$ cat src/rtl/nibble_ser_tx_pkg.sv
// nibble_ser_tx_pkg
// Shared definitions for the nibble serial transmitter: state encoding,
// frame lengths and the cycle-counter width.

package nibble_ser_tx_pkg;

    // Transmitter states. PARITY only ever becomes reachable when the
    // parity option is compiled into the top level.
    typedef enum logic [2:0] {
        ST_IDLE   = 3'd0,
        ST_START  = 3'd1,
        ST_DATA   = 3'd2,
        ST_PARITY = 3'd3,
        ST_STOP   = 3'd4
    } state_e;

    // Frame length in bit periods: start + 4 data + stop, plus parity.
    localparam int FRAME_BITS_NOPAR = 6;
    localparam int FRAME_BITS_PAR   = 7;

    // Cycle counter width; wide enough for DIV up to 255.
    localparam int CNT_W = 8;

    // Largest legal bit period in clock cycles.
    localparam int DIV_MAX = 255;

    // Even parity over one nibble: 1 when the nibble has an odd number of ones.
    function automatic logic even_parity(input logic [3:0] nib);
        return ^nib;
    endfunction

endpackage

$ cat src/rtl/nibble_ser_tx_bit_tick.sv
// nibble_ser_tx_bit_tick
// Bit-period timer. Counts clock cycles while enabled and raises tick on the
// last cycle of every bit period, wrapping the count back to 0 on that same
// edge. With DIV=1 the count stays at 0 and tick is high on every enabled
// cycle. Cleared by reset and by the handshake accept edge so every frame
// starts its first bit with a fresh count.

module nibble_ser_tx_bit_tick
    import nibble_ser_tx_pkg::*;
#(
    parameter int DIV = 4
) (
    input  logic clk,
    input  logic rst,
    input  logic clr,
    input  logic en,
    output logic tick
);

    localparam logic [CNT_W-1:0] LAST_CNT = CNT_W'(DIV - 1);

    logic [CNT_W-1:0] cnt_q;
    logic [CNT_W-1:0] cnt_d;

    // Elaboration-time range guard on the bit period.
    if ((DIV < 1) || (DIV > DIV_MAX)) begin : g_bad_div
        $error("nibble_ser_tx_bit_tick: DIV must be in 1..255");
    end

    assign tick = en && (cnt_q == LAST_CNT);

    // Next count: restart on clear, when idle, or at the end of a bit period.
    always_comb begin
        cnt_d = cnt_q + 1'b1;
        if (clr || !en || tick) begin
            cnt_d = '0;
        end
    end

    // Count register with asynchronous active-low reset.
    always_ff @(posedge clk or negedge rst) begin
        if (!rst) begin
            cnt_q <= '0;
        end else begin
            cnt_q <= cnt_d;
        end
    end

endmodule

$ cat src/rtl/nibble_ser_tx.sv
// nibble_ser_tx
// Serial transmitter for 4-bit words. A nibble accepted on valid & ready is
// sent as start bit, 4 data bits LSB first, optional even-parity bit and a
// stop bit, each bit lasting DIV clock cycles. txd, busy and done are
// registered, so valid/din never reach txd combinationally.
// Optional feature: define TX_PARITY_EN to compile in the PARITY state.

module nibble_ser_tx
    import nibble_ser_tx_pkg::*;
#(
    parameter int DIV = 4
) (
    input  logic       clk,
    input  logic       rst,
    input  logic [3:0] din,
    input  logic       valid,
    output logic       ready,
    output logic       txd,
    output logic       busy,
    output logic       done
);

    state_e     state_q;
    state_e     state_d;
    logic [3:0] shift_q;
    logic [3:0] shift_d;
    logic [1:0] bit_cnt_q;
    logic [1:0] bit_cnt_d;
    logic       txd_q;
    logic       txd_d;
    logic       busy_q;
    logic       busy_d;
    logic       done_q;
    logic       done_d;
`ifdef TX_PARITY_EN
    logic       parity_q;
    logic       parity_d;
`endif

    logic       accept;
    logic       running;
    logic       tick;

    // ready is decoded straight from the state register, so it is high in
    // the done cycle and back-to-back frames need no idle gap.
    assign ready   = (state_q == ST_IDLE);
    assign accept  = valid && ready;
    assign running = (state_q != ST_IDLE);

    nibble_ser_tx_bit_tick #(
        .DIV (DIV)
    ) u_bit_tick (
        .clk  (clk),
        .rst  (rst),
        .clr  (accept),
        .en   (running),
        .tick (tick)
    );

    // Next-state and next-output logic. txd_d is the line level for the
    // state being entered, so the registered txd lines up with the state.
    always_comb begin
        state_d   = state_q;
        shift_d   = shift_q;
        bit_cnt_d = bit_cnt_q;
        txd_d     = txd_q;
        busy_d    = busy_q;
        done_d    = 1'b0;
`ifdef TX_PARITY_EN
        parity_d  = parity_q;
`endif
        case (state_q)
            ST_IDLE: begin
                txd_d  = 1'b1;
                busy_d = 1'b0;
                if (accept) begin
                    state_d   = ST_START;
                    shift_d   = din;
                    bit_cnt_d = 2'd0;
                    txd_d     = 1'b0;
                    busy_d    = 1'b1;
`ifdef TX_PARITY_EN
                    parity_d  = even_parity(din);
`endif
                end
            end
            ST_START: begin
                if (tick) begin
                    state_d = ST_DATA;
                    txd_d   = shift_q[0];
                end
            end
            ST_DATA: begin
                if (tick) begin
                    // Shift after every bit; bit_cnt wraps 3 -> 0 on exit.
                    shift_d   = {1'b0, shift_q[3:1]};
                    bit_cnt_d = bit_cnt_q + 2'd1;
                    if (bit_cnt_q == 2'd3) begin
`ifdef TX_PARITY_EN
                        state_d = ST_PARITY;
                        txd_d   = parity_q;
`else
                        state_d = ST_STOP;
                        txd_d   = 1'b1;
`endif
                    end else begin
                        txd_d = shift_q[1];
                    end
                end
            end
`ifdef TX_PARITY_EN
            ST_PARITY: begin
                if (tick) begin
                    state_d = ST_STOP;
                    txd_d   = 1'b1;
                end
            end
`endif
            ST_STOP: begin
                if (tick) begin
                    state_d = ST_IDLE;
                    txd_d   = 1'b1;
                    busy_d  = 1'b0;
                    done_d  = 1'b1;
                end
            end
            default: begin
                state_d = ST_IDLE;
                txd_d   = 1'b1;
                busy_d  = 1'b0;
            end
        endcase
    end

    // State and output registers; reset aborts any frame immediately.
    always_ff @(posedge clk or negedge rst) begin
        if (!rst) begin
            state_q   <= ST_IDLE;
            shift_q   <= 4'd0;
            bit_cnt_q <= 2'd0;
            txd_q     <= 1'b1;
            busy_q    <= 1'b0;
            done_q    <= 1'b0;
        end else begin
            state_q   <= state_d;
            shift_q   <= shift_d;
            bit_cnt_q <= bit_cnt_d;
            txd_q     <= txd_d;
            busy_q    <= busy_d;
            done_q    <= done_d;
        end
    end

`ifdef TX_PARITY_EN
    // Parity of the captured nibble, held for the whole frame.
    always_ff @(posedge clk or negedge rst) begin
        if (!rst) begin
            parity_q <= 1'b0;
        end else begin
            parity_q <= parity_d;
        end
    end
`endif

    assign txd  = txd_q;
    assign busy = busy_q;
    assign done = done_q;

endmodule

$ cat config.mk
export PLATFORM = sky130hd
export DESIGN_NAME = nibble_ser_tx
export DESIGN_NICKNAME = d
export VERILOG_FILES = /design/src/rtl/nibble_ser_tx_pkg.sv /design/src/rtl/nibble_ser_tx_bit_tick.sv /design/src/rtl/nibble_ser_tx.sv
export SDC_FILE = /design/constraint.sdc
export NUM_CORES = 1
export LEC_CHECK = 0
export ABC_AREA = 1
export CAP_MARGIN = 30
export CORE_MARGIN = 2
export CORE_UTILIZATION = 60
export CTS_BUF_LIST = sky130_fd_sc_hd__clkbuf_8
export CTS_CLUSTER_DIAMETER = 120
export CTS_CLUSTER_SIZE = 14
export DETAILED_ROUTE_END_ITERATION = 7
export PLACE_DENSITY = 0.83
export SLEW_MARGIN = 20
export SYNTH_ARGS = -nofsm -noshare
export SYNTH_HDL_FRONTEND = slang
export SYNTH_SLANG_ARGS = --single-unit
$ cat constraint.sdc
create_clock -name clk -period 2.7 [get_ports clk]
set_clock_uncertainty 0.2 [all_clocks]
set_input_delay 0.54 -clock clk [delete_from_list [all_inputs] [get_ports clk]]
set_output_delay 0.54 -clock clk [all_outputs]
set_load 0.01 [all_outputs]
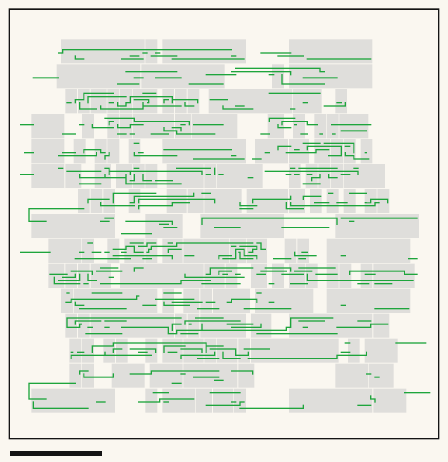
Figure 1: run 1, the metal 1 layer.
Bar = 10 um.
share of all routed wire = 46%
longest straight run = 18.4 um
GR Layer Usage met1: 0.258
Via Count: 853
DRT Wirelength: 1.93 mm

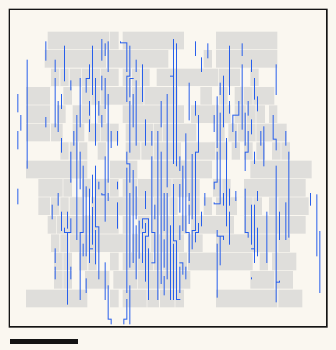
Figure 2: run 1, signal wires on met2.
Bar = 10 um.
main direction = vertical
nets with wire on the layer = 121
longest straight run = 24.8 um
share of all routed wire = 50%
wire length on this layer = 966 um

==> run notes, run 1 <==
fresh numbers from the pnr run: die width=46.7 um, hold path startpoint=u_bit_tick.cnt_q[0], CP required=1960 ps, FILL cells=133, Mapped Area=1090 sq um, postcts setup bufs=0, mux share=0, post-synth top area share=0.435, Dominant combinational family=simple AND/OR/NAND/NOR gates, Syn-to-layout area delta=17.8%, chip footprint=2180 sq um, final setup margin=303 ps, cts repair resizes=0, met2 wire length=966 um, CTS tree=yes, Setup WS pre-CTS=612 ps, clk sinks=20, Fmax=417 MHz, layer with the highest usage=met2, met3 routed WL=46 um, layout cell share with drive strength beyond 1=0.154, P per Cell Area=979 nW/um^2, Top Layer Used=met4, count of pins over their slew limit=0, aoi share=0.0275, CTS max path bufs=2, Layout Cells excl Fill=174, RR Startpoint=u_bit_tick.cnt_q[0], CTS hold repair buffers=0, Initial DRC Count=27, yosys stat area=1090 sq um, Slew @ Worst Pin=410 ps, GR Overflow Total=0, fa+ha+maj area frac=0.0229, Net count, final=159, Synth async-reset ratio=1.00, main flop type=dfrtp_1, Top cells by area=dfrtp_1, nand2_1, inv_1, post-DP HPWL=1.43 mm, yosys simple share=0.411, largest net degree at the start of global routing=21, Residual DRC=0, fp util=0.633, Synth top cell by count=nand2_1, Mapped Nets=143, Inst Count DP=170, DRT Pass-1 Iters=4, cells in synth_stat.txt=134, I/O pin total=11, Routed Antenna Nets=0, xor/xnor share of the synthesized area=0.0160, area post-placement=1230 sq um, post-route setup TNS=0 ps, Min-Delay Path Class=flop to flop, GRT Total Usage=0.206, status=finished clean, Design Area, Final=1290 sq um, synth unique cells=24, Final Cycle Share=0.888, metal1 wirelength=891 um, clock latency on the worst-skew pair=250 ps, Core Area=1730 sq um, vias per cell=4.90, MaxCap Viol Count=0, first-pass GRT wire length=3.06 mm, Worst slew margin=0.726, OpenROAD warning count=26, worst-path maximum fanout=7, RSZ-0062 raised after global routing=false, Final Setup Violations=0, Worst setup EP type=output port, diode count=0, VDD IR-drop max=0.000757 V, Site Rows=15, Gate Count Post-Synth=134, met2 Resource Use GR=0.350, #FFs+latches synth=20, Ys Warns=0, P_leak=0.661 nW, Setup crit start=state_q[2], largest area contributor in the netlist=dfrtp_1, CP Launch Type=flop, Port Buffers=10, total power=1.26 mW, wire per inst=11.1 um, clock root buffer=clkbuf_8, Placer Congestion=0.842, Post-synth seq share=0.459, chip height=46.7 um, top cells by count=nand2_1, dfrtp_1, inv_1, nor2_1, nand3_1, htree depth=1, crit path DAT=1660 ps, Fin. Hold Viols=0, Setup Crit Path Kind=flop to output port, total CTS buffers=3, Mapped Avg Cell Area=8.15 sq um, EDFF count, synth=0, vias in the first global route=724, Reg clk slew, reported paths=70 ps, crit path time final=2400 ps, initial antenna violation count=0
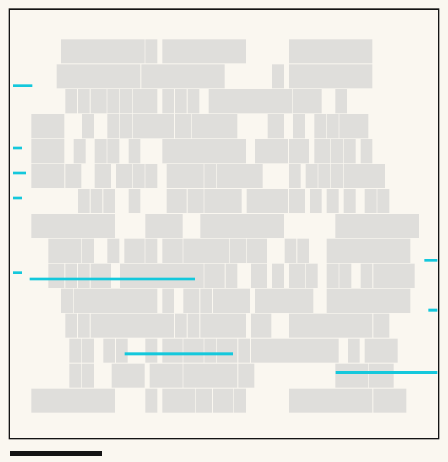
Figure 3: run 1, metal 3.
Bar = 10 um.
wire length on this layer = 46.9 um
longest straight run = 17.7 um
main direction = horizontal
nets with wire on the layer = 9
share of all routed wire = 2.4%
met3 GRT Util: 0.0353

## run 1: through the flow
stage	hold slack, ps	utilization
floorplan	44.4	-
global placement	246	0.713
detailed placement	258	0.713
CTS	268	0.745
global route	289	0.745
finish	265	0.745
## run 1: layout make-up
cell class                      count  area, sq um  share of cell area
Timing Repair Buffer               11          108              0.0837
Clock buffer                        4         55.1              0.0428
Tap cell                           25         31.3              0.0243
Multi-Input combinational cell     97          522               0.406
Sequential cell                    20          502               0.390
Inverter                           17         68.8              0.0535
## run 1: placed cells by master (no fill, tap or decap), types with 2 or more instances in the layout
| cell | instances |
|---|---|
| nor3b_2 | 2 |
| nand4_1 | 4 |
| inv_1 | 14 |
| xor2_1 | 2 |
| nand2_1 | 44 |
| inv_4 | 2 |
| nor2_1 | 12 |
| nand2_4 | 4 |
| nand2_2 | 4 |
| ha_1 | 2 |
| clkdlybuf4s50_1 | 10 |
| dfrtp_1 | 19 |
| o21ai_0 | 2 |
| nand3_1 | 10 |
| clkbuf_8 | 4 |
| a21oi_1 | 3 |
## run 1: final timing paths
kind | end | slack (ps) | cells past startpoint
min in group asynchronous | done | 420 | 2
hold reg to reg | u_bit_tick.cnt_q[0] | 270 | 1
hold / removal | u_bit_tick.cnt_q[0] | 270 | 1
setup reg to reg | shift_q[2] | 1110 | 8
setup / recovery | ready | 300 | 4
max in group asynchronous | txd | 1620 | 2
## run 1: flip-flops by register name, indices dropped and copies added (netlist names)
register	count
u_bit_tick.cnt_q	8
shift_q	4
state_q	3
bit_cnt_q	2
busy	1
done	1
txd	1
## run 1: critical path: stages (launching register included)
cell,delay (ps)
dfrtp_1,480
nor2_2,200
nand2_4,110
inv_4,90
clkdlybuf4s50_1,530
## run 1: power breakdown
group          switching (mW)  internal [mW]
registers              0.0626          0.394
logic                   0.364          0.213
clock network          0.0959          0.130
## Run 2: what changed since run 1
--- a/config.mk
+++ b/config.mk
@@ -17,4 +17,5 @@
 export SLEW_MARGIN = 20
 export SYNTH_ARGS = -nofsm -noshare
 export SYNTH_HDL_FRONTEND = slang
+export SYNTH_HIERARCHICAL = 1
 export SYNTH_SLANG_ARGS = --single-unit
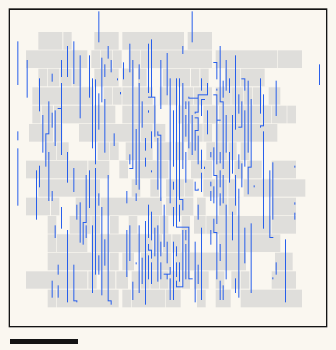
Figure 4: run 2, signal wires on met2.
Bar = 10 um.
longest straight run = 21.9 um
main direction = vertical
nets with wire on the layer = 122
wire length on this layer = 984 um
share of all routed wire = 48%
DRT Wirelength: 2.06 mm
met2 Resource Use GR: 0.400
Via Count: 882

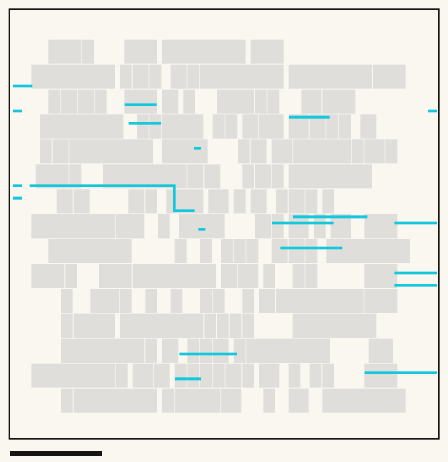
Figure 5: run 2, metal 3.
Bar = 10 um.
share of all routed wire = 4.2%
wire length on this layer = 86.0 um
longest straight run = 15.6 um
nets with wire on the layer = 17
main direction = horizontal

==> run 2 against run 1 <==
Against the previous run:
- register-to-register slack worse by 410 ps
- hold slack better by 17 ps
- sequential power grew 3%
- non-clock buffer count did not move
- critical path type unchanged
- synthesized area grew 0.23%
- cell count grew 1.7%
- combinational power is 6.2% higher
- wire length increased by 7.1%
- die size rose by 0.21%
- maximum frequency increased by 5.4%
==> run notes, run 2 <==
fresh numbers from the pnr run: top cells by count=nand2_1, inv_1, dfrtp_1, nor2_1, nand3_1, CTS hold repair buffers=0, Core Area=1730 sq um, Worst slew margin=0.817, OpenROAD warning count=26, chip height=46.7 um, postcts setup bufs=0, Layout Utilization=0.734, max FFs per register=8, clk sinks=20, Syn-to-layout area delta=15.8%, R2R depth=14, Initial DRC Count=29, Worst Setup EP=ready, die width=46.7 um, P per Cell Area=1010 nW/um^2, Top cells excl fill/tap=nand2_1, inv_1, dfrtp_1, fp util=0.634, layout cell share with drive strength beyond 1=0.164, GRT Total Usage=0.248, diode count=0, count of pins over their slew limit=0, status=finished clean, yosys stat area=1090 sq um, MaxCap Viol Count=0, hold path startpoint=u_bit_tick/cnt_q[0], EDFF count, synth=0, RR Endpoint=state_q[1], #FFs+latches synth=20, Min-Delay Endpoint=u_bit_tick/cnt_q[0], largest registers=u_bit_tick/cnt_q x8, shift_q x4, state_q x3, Slew @ Worst Pin=275 ps, total CTS buffers=3, cts repair resizes=0, Synth async-reset ratio=1.00, GR Overflow Total=0, CP required=1960 ps, Fin. Hold Viols=0, Worst setup EP type=output port, Final Cycle Share=0.843, initial antenna violation count=0, main flop type=dfrtp_1, clock root buffer=clkbuf_8, Routed Antenna Nets=0, r2r setup slk=700 ps, Setup crit start=state_q[1], CP Launch Type=flop, Net count, final=162, worst-path maximum fanout=6, Final Setup Violations=0, Design Area, Final=1270 sq um, post-DP HPWL=1.51 mm, vias per cell=4.98, Synth top cell by count=nand2_1, Mapped Avg Cell Area=7.93 sq um, worst hold path depth=1, largest net degree at the start of global routing=21, RR Startpoint=state_q[1], largest area contributor in the netlist=dfrtp_1, post-route setup TNS=0 ps, Fmax=440 MHz, Top cells by area=dfrtp_1, nand2_1, inv_1, P_leak=0.644 nW, Reg clk slew, reported paths=70 ps, synth unique cells=23, RSZ-0062 raised after global routing=false, I/O pin total=11, Residual DRC=0, first-pass GRT wire length=3.70 mm, Setup Crit Path Kind=flop to output port, vias in the first global route=868, CTS tree=yes, DRT Pass-1 Iters=4, VDD IR-drop max=0.000619 V, cells in synth_stat.txt=138, Ys Warns=6, Mapped Nets=147, chip footprint=2180 sq um, crit path time final=2270 ps, htree depth=1, clock latency on the worst-skew pair=260 ps, Placer Congestion=0.861, most numerous logic cell after layout=nand2_1, FILL cells=152, Post-synth seq share=0.458, Gate Count Post-Synth=138, Mapped Area=1090 sq um, Port Buffers=10, Min-Delay Path Class=flop to flop, Site Rows=15, post-synth top area share=0.434, wire per inst=11.6 um, crit path DAT=1530 ps, area post-placement=1220 sq um, Reg with most FFs=u_bit_tick/cnt_q, CTS max path bufs=2
==> run 2: metal layers <==
metal | global-route usage | vias to the layer above | part of all wire
met3 | 0.0353 | 5 | 0.041
met2 | 0.400 | 26 | 0.48
met1 | 0.331 | 395 | 0.46
met4 | 0.117 | 0 | 0.017
li1 | - | 456 | -
met5 | 0 | - | 0
==> run 2: power breakdown <==
part	total, mW	switching [mW]	leakage (nW)	internal (mW)
clock	0.199	0.0978	0.0269	0.101
combinational	0.613	0.383	0.355	0.230
sequential	0.470	0.0733	0.262	0.397
total	1.28	0.554	0.644	0.728
==> run 2: cells by family (layout without fill, tap and decap cells) <==
logic type / Yosys count / after routing / share of synthesized area
flops: 20 / 20 / 0.458
fa+ha+maj: 2 / 2 / 0.0229
simple gates: 73 / 73 / 0.337
compound gates: 15 / 15 / 0.0686
xor+xnor: 2 / 2 / 0.0160
buf+inv: 26 / 40 / 0.0971
==> run 2: worst max-delay path: stages (launching register included) <==
cell and delay (ps):
dfrtp_1 440, inv_1 90, nand2_2 60, nor2_2 130
clkdlybuf4s50_1 560
==> run 2: cell type report <==
class                           count  area [sq um]  share of cell area
Inverter                           25          95.1              0.0750
Tap cell                           25          31.3              0.0247
Timing Repair Buffer               11           108              0.0849
Sequential cell                    20           502               0.396
Clock buffer                        3          41.3              0.0326
Clock inverter                      1          3.75             0.00296
Multi-Input combinational cell     92           487               0.384
==> run 2: metrics by stage <==
step / setup WS, ps / power, mW / cells / hold slack, ps
floorplan: 834 / 0.923 / 138 / 44.4
global placement: 725 / 1.06 / 173 / 266
detailed placement: 712 / 1.08 / 173 / 276
CTS: 424 / 1.28 / 177 / 286
global route: 361 / 1.38 / 177 / 298
finish: 425 / 1.28 / 177 / 282
## Run 3: what changed since run 2
--- a/config.mk
+++ b/config.mk
@@ -8,12 +8,12 @@
 export ABC_AREA = 1
 export CAP_MARGIN = 30
 export CORE_MARGIN = 2
-export CORE_UTILIZATION = 60
+export CORE_UTILIZATION = 58
 export CTS_BUF_LIST = sky130_fd_sc_hd__clkbuf_8
 export CTS_CLUSTER_DIAMETER = 120
 export CTS_CLUSTER_SIZE = 14
 export DETAILED_ROUTE_END_ITERATION = 7
-export PLACE_DENSITY = 0.83
+export PLACE_DENSITY = 0.81
 export SLEW_MARGIN = 20
 export SYNTH_ARGS = -nofsm -noshare
 export SYNTH_HDL_FRONTEND = slang
==> constraint.sdc (replaced) <==
create_clock -name clk -period 2.4 [get_ports clk]
set_clock_uncertainty 0.2 [all_clocks]
set_input_delay 0.48 -clock clk [delete_from_list [all_inputs] [get_ports clk]]
set_output_delay 0.48 -clock clk [all_outputs]
set_load 0.01 [all_outputs]
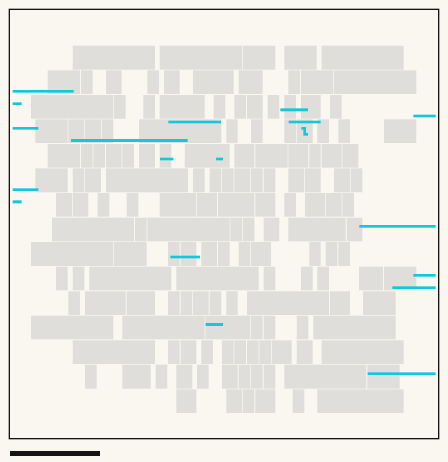
Figure 6: run 3, metal 3.
Bar = 10 um.
wire length on this layer = 68.5 um
main direction = horizontal
nets with wire on the layer = 15
share of all routed wire = 3.2%
longest straight run = 12.6 um

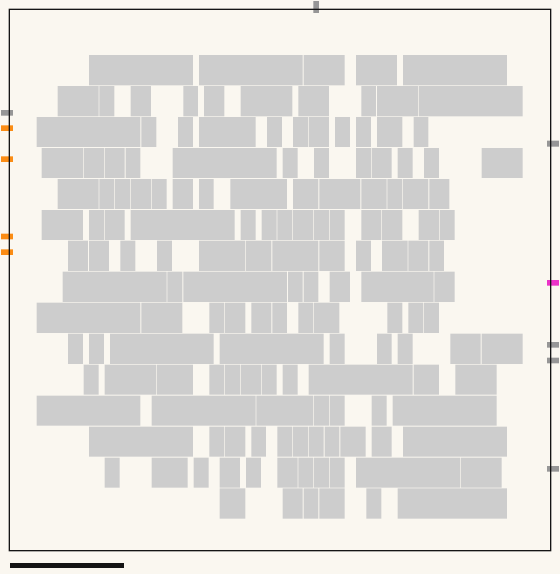
Figure 7: run 3, pin placement.
Bar = 10 um. Pins as bars across the die edge, other pins in gray.
magenta -> ready  # pins 1, direction output, edge right
orange -> din  # pins 4, direction input, edge left
all pins by edge = 5 right, 5 left, 1 top

==> run 3 against run 2 <==
Against the previous run:
- utilization down 0.79 points
- critical path depth stayed put
- largest cell class unchanged
- final area unchanged
- cell count unchanged
- largest power group unchanged
- clock-buffer cell count is the same
- first-iteration DRC count decreased by 52%
==> run notes, run 3 <==
fresh numbers from the pnr run: CTS max path bufs=2, clock power share=0.150, Synth top cell by count=nand2_1, layout cell share with drive strength beyond 1=0.164, cells in synth_stat.txt=138, clk sinks=20, P_leak=0.644 nW, clock latency on the worst-skew pair=260 ps, postcts setup bufs=0, cts repair resizes=0, largest area contributor in the netlist=dfrtp_1, crit path time final=2260 ps, Net count, final=162, met3 GRT Util=0.0415, RR Endpoint=state_q[1], met3 routed WL=68 um, P per Cell Area=1150 nW/um^2, Mapped Avg Cell Area=7.93 sq um, main flop type=dfrtp_1, Signal buffers=11, GR Layer Usage met1=0.288, initial antenna violation count=0, crit path DAT=1580 ps, worst-path maximum fanout=6, Syn-to-layout area delta=15.8%, Setup crit start=state_q[1], Initial DRC Count=14, Mapped Area=1090 sq um, Fin. Hold Viols=0, clock buf count=3, post-synth top area share=0.434, Mapped Nets=147, Placer Congestion=0.925, max FFs per register=8, met2 Resource Use GR=0.416, Worst slew margin=0.830, CP Launch Type=flop, largest net degree at the start of global routing=21, total CTS buffers=3, synth unique cells=23, metal1 wirelength=1.01 mm, invs w/o clock=25, RR Startpoint=state_q[1], Via Count=917, FF+latch count=20, Ys Warns=6, Worst setup EP type=output port, RSZ-0062 raised after global routing=false, Port Buffers=10, R2R depth=14, layer with the highest usage=met2, Psw=0.633 mW, post-route setup TNS=0 ps, worst hold slack=283 ps, yosys stat area=1090 sq um, Gate Count Post-Synth=138, Reg with most FFs=u_bit_tick/cnt_q, area of the multi-input gates=487 sq um, post-DP HPWL=1.62 mm, GR Overflow Total=0, Final Cycle Share=0.940, CP required=1720 ps, htree depth=1, Top Layer Used=met4, VDD IR-drop max=0.000612 V, clock root buffer=clkbuf_8, largest registers=u_bit_tick/cnt_q x8, shift_q x4, state_q x3, Top cells by area=dfrtp_1, nand2_1, inv_1, Comb area share=0.384, Routed Antenna Nets=0, GRT Total Usage=0.238, DRT Pass-1 Iters=4, Residual DRC=0, chip height=47.4 um, first-pass GRT wire length=3.70 mm, Synth async-reset ratio=1.00, Post-synth seq share=0.458, Final Setup Violations=0, Worst Setup EP=ready, CTS hold repair buffers=0, r2r setup slk=360 ps, #FFs+latches synth=20, wire per inst=12.2 um, OpenROAD warning count=27, Setup Crit Path Kind=flop to output port, most numerous logic cell after layout=nand2_1, Reg clk slew, reported paths=60 ps, CTS tree=yes, MaxCap Viol Count=0, met2 wire length=1.05 mm, Flop pwr share=0.366, I/O pin total=11, Reg area=502 sq um, Core Area=1750 sq um, Site Rows=15, tap cells=25, Min-Delay Path Class=flop to flop, vias in the first global route=921, die width=47.4 um, power share of the combinational group=0.484, status=finished clean, sequential share of cell area=0.396, fp util=0.627, Largest cell class=sequential cells, Sw Share=0.436, FILL cells=150, top cells by count=nand2_1, inv_1, dfrtp_1, nor2_1, nand3_1, area post-placement=1220 sq um, DRT Wirelength=2.16 mm, EDFF count, synth=0, chip footprint=2250 sq um, Fmax=443 MHz, #MultiIn Comb=92, Slew @ Worst Pin=252 ps, Design Area, Final=1270 sq um
==> run 3: worst min-delay path by stage <==
| stage | startpoint | end | slack [ps] | depth (start not counted) |
|---|---|---|---|---|
| finish | busy | busy | 280 | 2 |
| global route | busy | busy | 320 | 2 |
| CTS | busy | busy | 290 | 2 |
| detailed placement | busy | busy | 270 | 2 |
| global placement | u_bit_tick/cnt_q[0] | u_bit_tick/cnt_q[0] | 270 | 1 |
| floorplan | rst | bit_cnt_q[0] | -20 | 0 |
==> run 3: power by group through the flow <==
stage	combinational, mW	clock, mW	sequential [mW]
6_report	0.703	0.218	0.531
5_1_grt	0.800	0.237	0.541
4_1_cts	0.705	0.222	0.531
3_5_place_dp	0.695	0	0.537
3_3_place_gp	0.661	0	0.529
2_1_floorplan	0.514	0	0.524
==> run 3: critical path, stage by stage (launching register included) <==
cell and delay (ps):
dfrtp_1 450, inv_1 100, nand2_2 60, nor2_2 140, clkdlybuf4s50_1 580
==> run 3: logic make-up (layout without fill, tap and decap cells) <==
| family | count (synthesis) | after routing | synth area share |
|---|---|---|---|
| flip-flops | 20 | 20 | 0.458 |
| AND/OR/NAND/NOR | 73 | 73 | 0.337 |
| buffers and inverters | 26 | 40 | 0.0971 |
| XOR/XNOR | 2 | 2 | 0.0160 |
| AND-OR/OR-AND | 15 | 15 | 0.0686 |
| adder cells (fa/ha/maj) | 2 | 2 | 0.0229 |
==> run 3: metrics by stage <==
step / utilization / total power, mW / instances / setup WS, ps
6_report: 0.726 / 1.45 / 177 / 144
5_1_grt: 0.726 / 1.58 / 177 / 79.1
4_1_cts: 0.726 / 1.46 / 177 / 145
3_5_place_dp: 0.700 / 1.23 / 173 / 392
3_3_place_gp: 0.700 / 1.19 / 173 / 484
2_1_floorplan: - / 1.04 / 138 / 534
No activity file was given, so power comes from the tool's default toggle rates.
